File: config.mk
export PLATFORM = sky130hd
export DESIGN_NAME = axis_ddr3_writer
export DESIGN_NICKNAME = d
export VERILOG_FILES = /design/src/rtl/axis_ddr3_writer_pkg.sv /design/src/rtl/axis_word_packer.sv /design/src/rtl/axis_ddr3_writer.sv
export SDC_FILE = /design/constraint.sdc
export NUM_CORES = 1
export LEC_CHECK = 0
export CAP_MARGIN = 30
export CORE_MARGIN = 4
export CORE_UTILIZATION = 40
export CTS_BUF_LIST = sky130_fd_sc_hd__clkbuf_4 sky130_fd_sc_hd__clkbuf_8
export DETAILED_ROUTE_END_ITERATION = 16
export HOLD_SLACK_MARGIN = 0.08
export PLACE_DENSITY = 0.67
export SLEW_MARGIN = 20
export SYNTH_ARGS = -nofsm -noshare
export SYNTH_HDL_FRONTEND = slang
export SYNTH_SLANG_ARGS = --single-unit
export TNS_END_PERCENT = 20
File: constraint.sdc
create_clock -name aclk -period 3.3 [get_ports aclk]
set_input_delay 0.33 -clock aclk [delete_from_list [all_inputs] [get_ports aclk]]
set_output_delay 0.33 -clock aclk [all_outputs]
set_load 0.03 [all_outputs]
File: src/rtl/axis_ddr3_writer_pkg.sv
// Shared DDR3 user-app definitions for the AXI-Stream to DDR3 writer.
// Command encodings, word/mask widths and the default address step.
package axis_ddr3_writer_pkg;

  localparam int unsigned DATA_W        = 128;
  localparam int unsigned MASK_W        = 16;
  localparam int unsigned LANE_CNT_W    = 4;
  localparam int unsigned DEF_ADDR_STEP = 8;

  localparam logic [2:0] CMD_WRITE = 3'b000;
  localparam logic [2:0] CMD_READ  = 3'b001;

  typedef struct packed {
    logic [DATA_W-1:0] data;
    logic [MASK_W-1:0] mask;
  } wr_word_t;

endpackage

File: src/rtl/axis_word_packer.sv
// Packs accepted bytes into 16 lanes of a 128-bit word, clearing each lane's mask bit.
// Flags completion on the 16th byte or on a tlast byte; partial words keep unfilled lanes zero and masked.
module axis_word_packer
  import axis_ddr3_writer_pkg::*;
(
  input  logic       aclk,
  input  logic       aresetn,
  input  logic       accept,
  input  logic       last,
  input  logic       clear,
  input  logic [7:0] byte_data,
  output wr_word_t   word,
  output logic       done_c
);

  logic [LANE_CNT_W-1:0] cnt_q;
  wr_word_t              word_q;

  assign done_c = accept && (last || (cnt_q == LANE_CNT_W'(MASK_W - 1)));
  assign word   = word_q;

  // Lane write and word clear after the controller takes the data beat
  always_ff @(posedge aclk or negedge aresetn) begin
    if (!aresetn) begin
      cnt_q       <= '0;
      word_q.data <= '0;
      word_q.mask <= '1;
    end else if (clear) begin
      cnt_q       <= '0;
      word_q.data <= '0;
      word_q.mask <= '1;
    end else if (accept) begin
      word_q.data[{cnt_q, 3'b000} +: 8] <= byte_data;
      word_q.mask[cnt_q]                <= 1'b0;
      cnt_q                             <= cnt_q + LANE_CNT_W'(1);
    end
  end

endmodule

File: src/rtl/axis_ddr3_writer.sv
// AXI-Stream byte sink that writes packed 128-bit words to the DDR3 user app interface.
// Define AXIS_DDR3_WRITER_WRAP_EN to wrap the address ring at END_ADDR instead of stopping in FULL.
module axis_ddr3_writer
  import axis_ddr3_writer_pkg::*;
#(
  parameter int unsigned           ADDR_WIDTH = 27,
  parameter logic [ADDR_WIDTH-1:0] BASE_ADDR  = '0,
  parameter logic [ADDR_WIDTH-1:0] END_ADDR   = ADDR_WIDTH'(27'h7FFFFF8),
  parameter int unsigned           ADDR_STEP  = DEF_ADDR_STEP
) (
  input  logic                  aclk,
  input  logic                  aresetn,
  input  logic                  calib_done_i,
  input  logic                  s_axis_tvalid_i,
  output logic                  s_axis_tready_o,
  input  logic                  s_axis_tlast_i,
  input  logic [7:0]            s_axis_tdata_i,
  output logic                  cmd_en_o,
  output logic [2:0]            cmd_o,
  output logic [ADDR_WIDTH-1:0] addr_o,
  input  logic                  cmd_ready_i,
  output logic                  wr_data_en_o,
  output logic                  wr_data_end_o,
  output logic [DATA_W-1:0]     wr_data_o,
  output logic [MASK_W-1:0]     wr_data_mask_o,
  input  logic                  wr_data_rdy_i,
  output logic                  busy_o,
  output logic                  full_o
);

  localparam logic [2:0] WAIT_CAL = 3'd0;
  localparam logic [2:0] FILL     = 3'd1;
  localparam logic [2:0] CMD      = 3'd2;
  localparam logic [2:0] DATA     = 3'd3;
  localparam logic [2:0] FULL     = 3'd4;

  logic [2:0]            state_q, state_d;
  logic [ADDR_WIDTH-1:0] addr_q, addr_d;
  logic                  tready_q, tready_d;
  logic                  cmd_en_q, cmd_en_d;
  logic                  wr_en_q, wr_en_d;
  logic                  busy_q, busy_d;
  logic                  full_q, full_d;
  logic                  accept_c;
  logic                  word_done_c;
  logic                  clear_c;
  wr_word_t              word;

  assign accept_c = s_axis_tvalid_i && tready_q;

  axis_word_packer u_packer (
    .aclk      (aclk),
    .aresetn   (aresetn),
    .accept    (accept_c),
    .last      (s_axis_tlast_i),
    .clear     (clear_c),
    .byte_data (s_axis_tdata_i),
    .word      (word),
    .done_c    (word_done_c)
  );

  // Next state, address and registered output values
  always_comb begin
    state_d  = state_q;
    addr_d   = addr_q;
    clear_c  = 1'b0;
    case (state_q)
      WAIT_CAL: if (calib_done_i) state_d = FILL;
      FILL: begin
        // A completing byte always commits the word, even if calibration just dropped
        if (word_done_c)        state_d = CMD;
        else if (!calib_done_i) state_d = WAIT_CAL;
      end
      CMD: if (cmd_ready_i) state_d = DATA;
      DATA: begin
        if (wr_data_rdy_i) begin
          clear_c = 1'b1;
          if (addr_q == END_ADDR) begin
`ifdef AXIS_DDR3_WRITER_WRAP_EN
            addr_d  = BASE_ADDR;
            state_d = FILL;
`else
            state_d = FULL;
`endif
          end else begin
            addr_d  = addr_q + ADDR_WIDTH'(ADDR_STEP);
            state_d = FILL;
          end
        end
      end
      FULL:    state_d = FULL;
      default: state_d = WAIT_CAL;
    endcase
    tready_d = (state_d == FILL);
    cmd_en_d = (state_d == CMD);
    wr_en_d  = (state_d == DATA);
    busy_d   = cmd_en_d || wr_en_d;
    full_d   = (state_d == FULL);
  end

  always_ff @(posedge aclk or negedge aresetn) begin
    if (!aresetn) begin
      state_q  <= WAIT_CAL;
      addr_q   <= BASE_ADDR;
      tready_q <= 1'b0;
      cmd_en_q <= 1'b0;
      wr_en_q  <= 1'b0;
      busy_q   <= 1'b0;
      full_q   <= 1'b0;
    end else begin
      state_q  <= state_d;
      addr_q   <= addr_d;
      tready_q <= tready_d;
      cmd_en_q <= cmd_en_d;
      wr_en_q  <= wr_en_d;
      busy_q   <= busy_d;
      full_q   <= full_d;
    end
  end

  assign s_axis_tready_o = tready_q;
  assign cmd_en_o        = cmd_en_q;
  assign cmd_o           = CMD_WRITE;
  assign addr_o          = addr_q;
  assign wr_data_en_o    = wr_en_q;
  assign wr_data_end_o   = wr_en_q;
  assign wr_data_o       = word.data;
  assign wr_data_mask_o  = word.mask;
  assign busy_o          = busy_q;
  assign full_o          = full_q;

endmodule

Fig. 1: run 1, metal 2
Scale: 3 px per um.
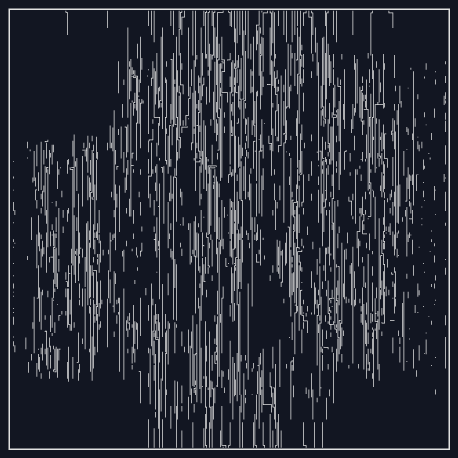
The layer carries 9600 um of wire. The wires run mostly vertical. 775 nets have wire on it.
met2 routing resource usage after global routing: 29.3%
total wirelength of the detailed-routed design: 20800 um
routed via count: 5957

Fig. 2: run 1, pin map
Scale: 3 px per um. Pins as bars across the die edge, other pins in grey.
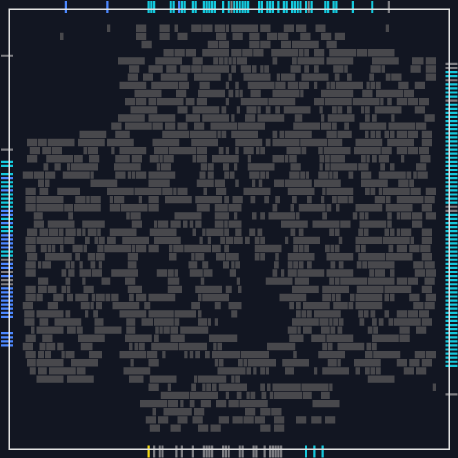
Key: cmd_ready_i = yellow [pins 1, direction input, edge bottom]; addr_o = blue [pins 27, direction output, edge 24 left, 3 top]; wr_data_o = cyan [pins 128, direction output, edge 69 right, 42 top, 14 left, 3 bottom]
chip width: 146 um
Die H: 146 um

Fig. 3: run 1, cell outlines without signal wires
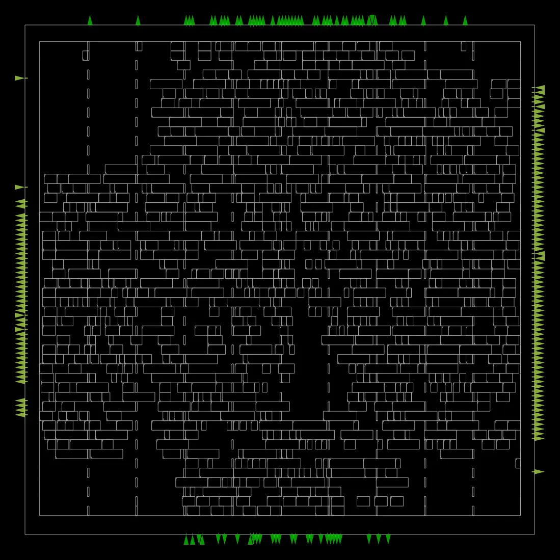
placement row count: 50
non-filler cells in the finished layout: 1123

==> impl_metrics.tcl, run 1 <==
# metrics dict for downstream scripts
set metrics [dict create \
    combinational_gate_count 476 \
    fin_worst_hold_slack_ns 0.461 \
    dominant_power_group "sequential cells" \
    final.fill_count 1663 \
    synthesis.area_um2 7630 \
    yosys_cells 711 \
    taps 234 \
    critical_path.reg2reg.startpoint "u_packer.cnt_q[0]$_DFFE_PN0P_" \
    post_cts_hold_buffer_count 1 \
    layout.clock_buffers 19 \
    worst_r2r_path_depth 7 \
    sw_share_pct 23.7 \
    worstSetupPathDepth 7 \
    ant_nets 0 \
    layout.cell_area.non_filler_um2 10100 \
    post_synth_fa_ha_maj_area_fraction_pct 1.15 \
    grt_first_pass_wirelength_um 33100 \
    critical-path-max-stage-delay_ns 0.56 \
    p_leak_nw 4.50 \
    synth-simple-area-share_pct 17.8 \
    crit_path_max_delay_family "simple AND/OR/NAND/NOR gates" \
    area_dominant_class "registers" \
    vias_per_cell 5.30 \
    run_status "completed" \
    cp-endpoint "u_packer.word[78]$_DFFE_PN0P_" \
    critical_path_required_ns 3.62 \
    ir_worst_vdd_mv 0.234 \
    dr.pass1.iters 5 \
    post-route-min-period_ns 2.72 \
    drt-wirelength-per-cell_um 18.5 \
    h-tree-depth 4 \
    maxSlewViolCount 0 \
    tool_warnings 33 \
    layout.nonclk_buf_share_pct 19.6 \
    power_per_cell_area_nw_per_um2 375 \
    worstSkewPairLatency_ns 0.46 \
    enable_flop_cells 0 \
    area_of_the_core_um2 18800 \
    antenna_found_initial 0 \
    total_area_of_multi_input_combinational_cells_um2 2870 \
    worst_setup_hold_path_clk_slew_ns 0.09 \
    cts-buffers-inserted 17 \
    yosys-top-cells-area "sky130_fd_sc_hd__dfrtp_1, sky130_fd_sc_hd__o21ai_0, sky130_fd_sc_hd__nand3_1, sky130_fd_sc_hd__dfstp_2, sky130_fd_sc_hd__nand2_1" \
    antenna_cells_inserted 0 \
    layout.non_clock_inverters 6 \
    synth.most_common_cell "sky130_fd_sc_hd__dfrtp_1" \
    cp_max_fo 16 \
    timing.hold.worst.class "input port to asynchronous set/reset pin" \
]
## run 1: layout by cell type (no fill, tap or decap), drive strengths merged, types with 4 or more instances in the layout
master / count
a31o: 8
clkdlybuf4s50: 187
buf: 7
o21ai: 89
nand2b: 5
dfrtp: 164
nor3: 11
ha: 7
inv: 9
xor2: 5
nand4: 11
conb: 6
and3: 9
a32o: 16
clkinv: 6
nand3: 85
mux2i: 34
nand2: 97
nor2: 38
clkbuf: 19
a21oi: 4
xnor2: 23
dfstp: 16
## run 1: routing by layer
| layer | vias to the layer above | GRT usage, % | wire [um] |
|---|---|---|---|
| li1 | 2807 | - | - |
| met1 | 2915 | 27.2 | 9220 |
| met2 | 218 | 29.3 | 9600 |
| met3 | 17 | 6.55 | 1810 |
| met4 | 0 | 4.70 | 198 |
| met5 | - | 0 | 0 |
==> run 2, diff against run 1 <==
--- a/config.mk
+++ b/config.mk
@@ -11,7 +11,7 @@
 export CTS_BUF_LIST = sky130_fd_sc_hd__clkbuf_4 sky130_fd_sc_hd__clkbuf_8
 export DETAILED_ROUTE_END_ITERATION = 16
 export HOLD_SLACK_MARGIN = 0.08
-export PLACE_DENSITY = 0.67
+export PLACE_DENSITY = 0.7
 export SLEW_MARGIN = 20
 export SYNTH_ARGS = -nofsm -noshare
 export SYNTH_HDL_FRONTEND = slang
==> constraint.sdc (replaced) <==
create_clock -name aclk -period 2.35 [get_ports aclk]
set_input_delay 0.235 -clock aclk [delete_from_list [all_inputs] [get_ports aclk]]
set_output_delay 0.235 -clock aclk [all_outputs]
set_load 0.03 [all_outputs]
Fig. 4: run 2, pin map
Scale: 3 px per um. Pins as bars across the die edge, other pins in grey.
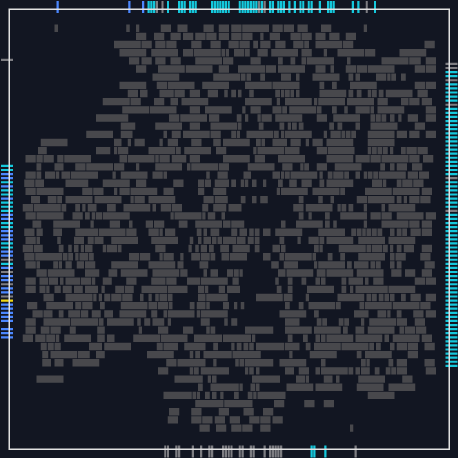
Key: wr_data_o = cyan [pins 128, direction output, edge 69 right, 43 top, 13 left, 3 bottom]; addr_o = blue [pins 27, direction output, edge 24 left, 3 top]; cmd_ready_i = yellow [pins 1, direction input, edge left]
All pins by edge: 75 right, 51 top, 43 left, 26 bottom.
count of input and output buffers: 188

Fig. 5: run 2, metal layers overlaid
Scale: 2 px per um. Two of the layers only.
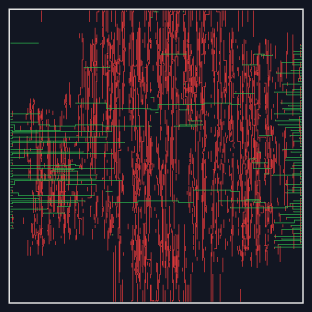
Key: metal 3 = green [wire length 1660 um]; metal 2 = red [wire length 10200 um]
routed via count: 6073
post-DR wirelength/cell: 18.7 um
Overall Global Routing Usage: 20.0%

Fig. 6: run 2, metal 2
Scale: 3 px per um.
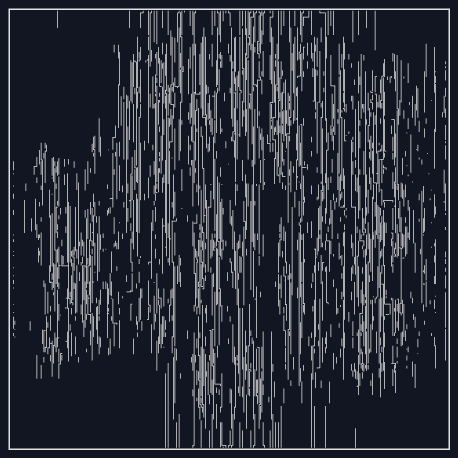
The longest straight run is 54.4 um. 808 nets have wire on it. The wires run mostly vertical. The layer holds 48% of the routed length. The layer carries 10200 um of wire.
met2 routing resource usage after global routing: 32.3%
total wirelength of the detailed-routed design: 21500 um

==> impl_metrics.tcl, run 2 <==
# metrics dict for downstream scripts
set metrics [dict create \
    rsz0062_at_grt "no" \
    final-hold-violation-count 0 \
    power.sequential.total_mw 3.10 \
    detailroute.wirelength.met3_um 1660 \
    detail_route.wirelength.met1_um 9320 \
    antenna_found_initial 0 \
    met3_resource_use_gr_pct 7.42 \
    crit_path_max_delay_family "simple AND/OR/NAND/NOR gates" \
    final.fill_count 1702 \
    layout.cell_area.non_filler_um2 10300 \
    worstSetupPathDepth 7 \
    finalSetupViolations 0 \
    power_per_cell_area_nw_per_um2 530 \
    area_of_the_core_um2 18800 \
    layoutNonFillerInstCount 1147 \
    total_power_mw 5.44 \
    vias_per_cell 5.29 \
    ir_worst_vdd_mv 0.455 \
    async_set_or_reset_register_ratio_after_synthesis_pct 100 \
    p_comb_share_pct 2.8 \
    place_area_um2 9840 \
    post_synth_fa_ha_maj_area_fraction_pct 1.15 \
    enable_flop_cells 0 \
    power_clock_mw 2.19 \
    worstSetupEndpointType "flop" \
    highest_layer "met4" \
    synth-simple-area-share_pct 17.8 \
    cts-buffers-inserted 17 \
    worst_setup_hold_path_clk_slew_ns 0.10 \
    grt_first_pass_wirelength_um 34100 \
    detailedRoute.firstIterationViolations 306 \
    setup-tns-final_ns 0 \
    r2r_setup_slack_ns 0.17 \
    post-route-min-period_ns 2.18 \
    post_synth_mux_area_share_pct 4.61 \
    postSynthAreaPerCell_um2 10.7 \
    path_cells "inv_1 -> ha_1 -> or3b_1 -> o22ai_2 -> and3_1 -> nand3_1 -> o21ai_0" \
    worstSkewPairLatency_ns 0.46 \
    netlist_top_cells_count "sky130_fd_sc_hd__dfrtp_1, sky130_fd_sc_hd__nand2_1, sky130_fd_sc_hd__o21ai_0" \
    syn_to_final_growth_pct 34.4 \
    worst_pin_slew_ns 0.842 \
    cp-endpoint "u_packer.word[80]$_DFFE_PN0P_" \
    critical_path_required_ns 2.73 \
    layout_top_cells "sky130_fd_sc_hd__clkdlybuf4s50_1, sky130_fd_sc_hd__dfrtp_1, sky130_fd_sc_hd__nand2_1" \
    grt.overflow.total 0 \
    layout-drive-gt1-share_pct 11.7 \
    yosys_cells 711 \
    run_status "completed" \
    ant_nets 0 \
    chipWidth_um 146 \
    timing.hold.worst.class "input port to asynchronous set/reset pin" \
    maxSlewViolCount 0 \
    cts_repair_resize_count 0 \
    tritoncts "yes" \
    grt_met1_usage_pct 25.7 \
    clock_power_share_pct 40.3 \
    antenna_cells_inserted 0 \
    setup.worst_path.start_class "flop" \
    dp_hpwl_um 15400 \
    cp_data_arrival_time_ns 2.56 \
    critical_path.reg2reg.startpoint "u_packer.cnt_q[0]$_DFFE_PN0P_" \
    p_leak_nw 4.64 \
    syn_inst 711 \
    met2RoutedLength_um 10200 \
    power.switching_mw 1.29 \
    die_height_um 146 \
    most_common_logic_cell_in_the_routed_design "sky130_fd_sc_hd__clkdlybuf4s50_1" \
    dominant_power_group "sequential cells" \
    fin_worst_hold_slack_ns 0.362 \
    global_route.peak_usage_layer "met2" \
    row_count 50 \
    dr.pass1.iters 5 \
    post_cts_hold_buffer_count 1 \
    critical-path-max-stage-delay_ns 0.51 \
    grt_max_degree 83 \
    synth.most_common_cell "sky130_fd_sc_hd__dfrtp_1" \
    synth-area-yosys_um2 7630 \
    critical_path.n_buffers_inverters 1 \
    tool_warnings 31 \
    cts.path.max_buffers 2 \
    h-tree-depth 4 \
    clock-root-buffer "sky130_fd_sc_hd__clkbuf_8" \
    synthesis.area_um2 7630 \
    sw_share_pct 23.7 \
    worst_r2r_path_depth 7 \
    cp_max_fo 16 \
    post-route-drc-count 0 \
    clock_sink_count 180 \
    yosys-top-cells-area "sky130_fd_sc_hd__dfrtp_1, sky130_fd_sc_hd__o21ai_0, sky130_fd_sc_hd__nand3_1, sky130_fd_sc_hd__dfstp_2, sky130_fd_sc_hd__nand2_1" \
    preCtsSetupSlack_ns 0.187 \
]
[run 2: cell count changes in the layout (fill, tap and decap cells not counted), moves of 3 or more]
cell	previous run	this run
sky130_fd_sc_hd__clkinvlp_4	3	0
sky130_fd_sc_hd__inv_6	2	6
sky130_fd_sc_hd__buf_4	3	28
sky130_fd_sc_hd__clkinv_4	4	0
[run 2: cell type report]
cell class	count	area (um2)	share of cell area, %
clock buffer	19	262	2.55
clock inverter	13	143	1.39
inverter	6	22.5	0.220
multi-input combinational	476	2870	28.0
sequential	180	4520	44.1
tap	234	293	2.85
timing repair buffer	219	2140	20.9
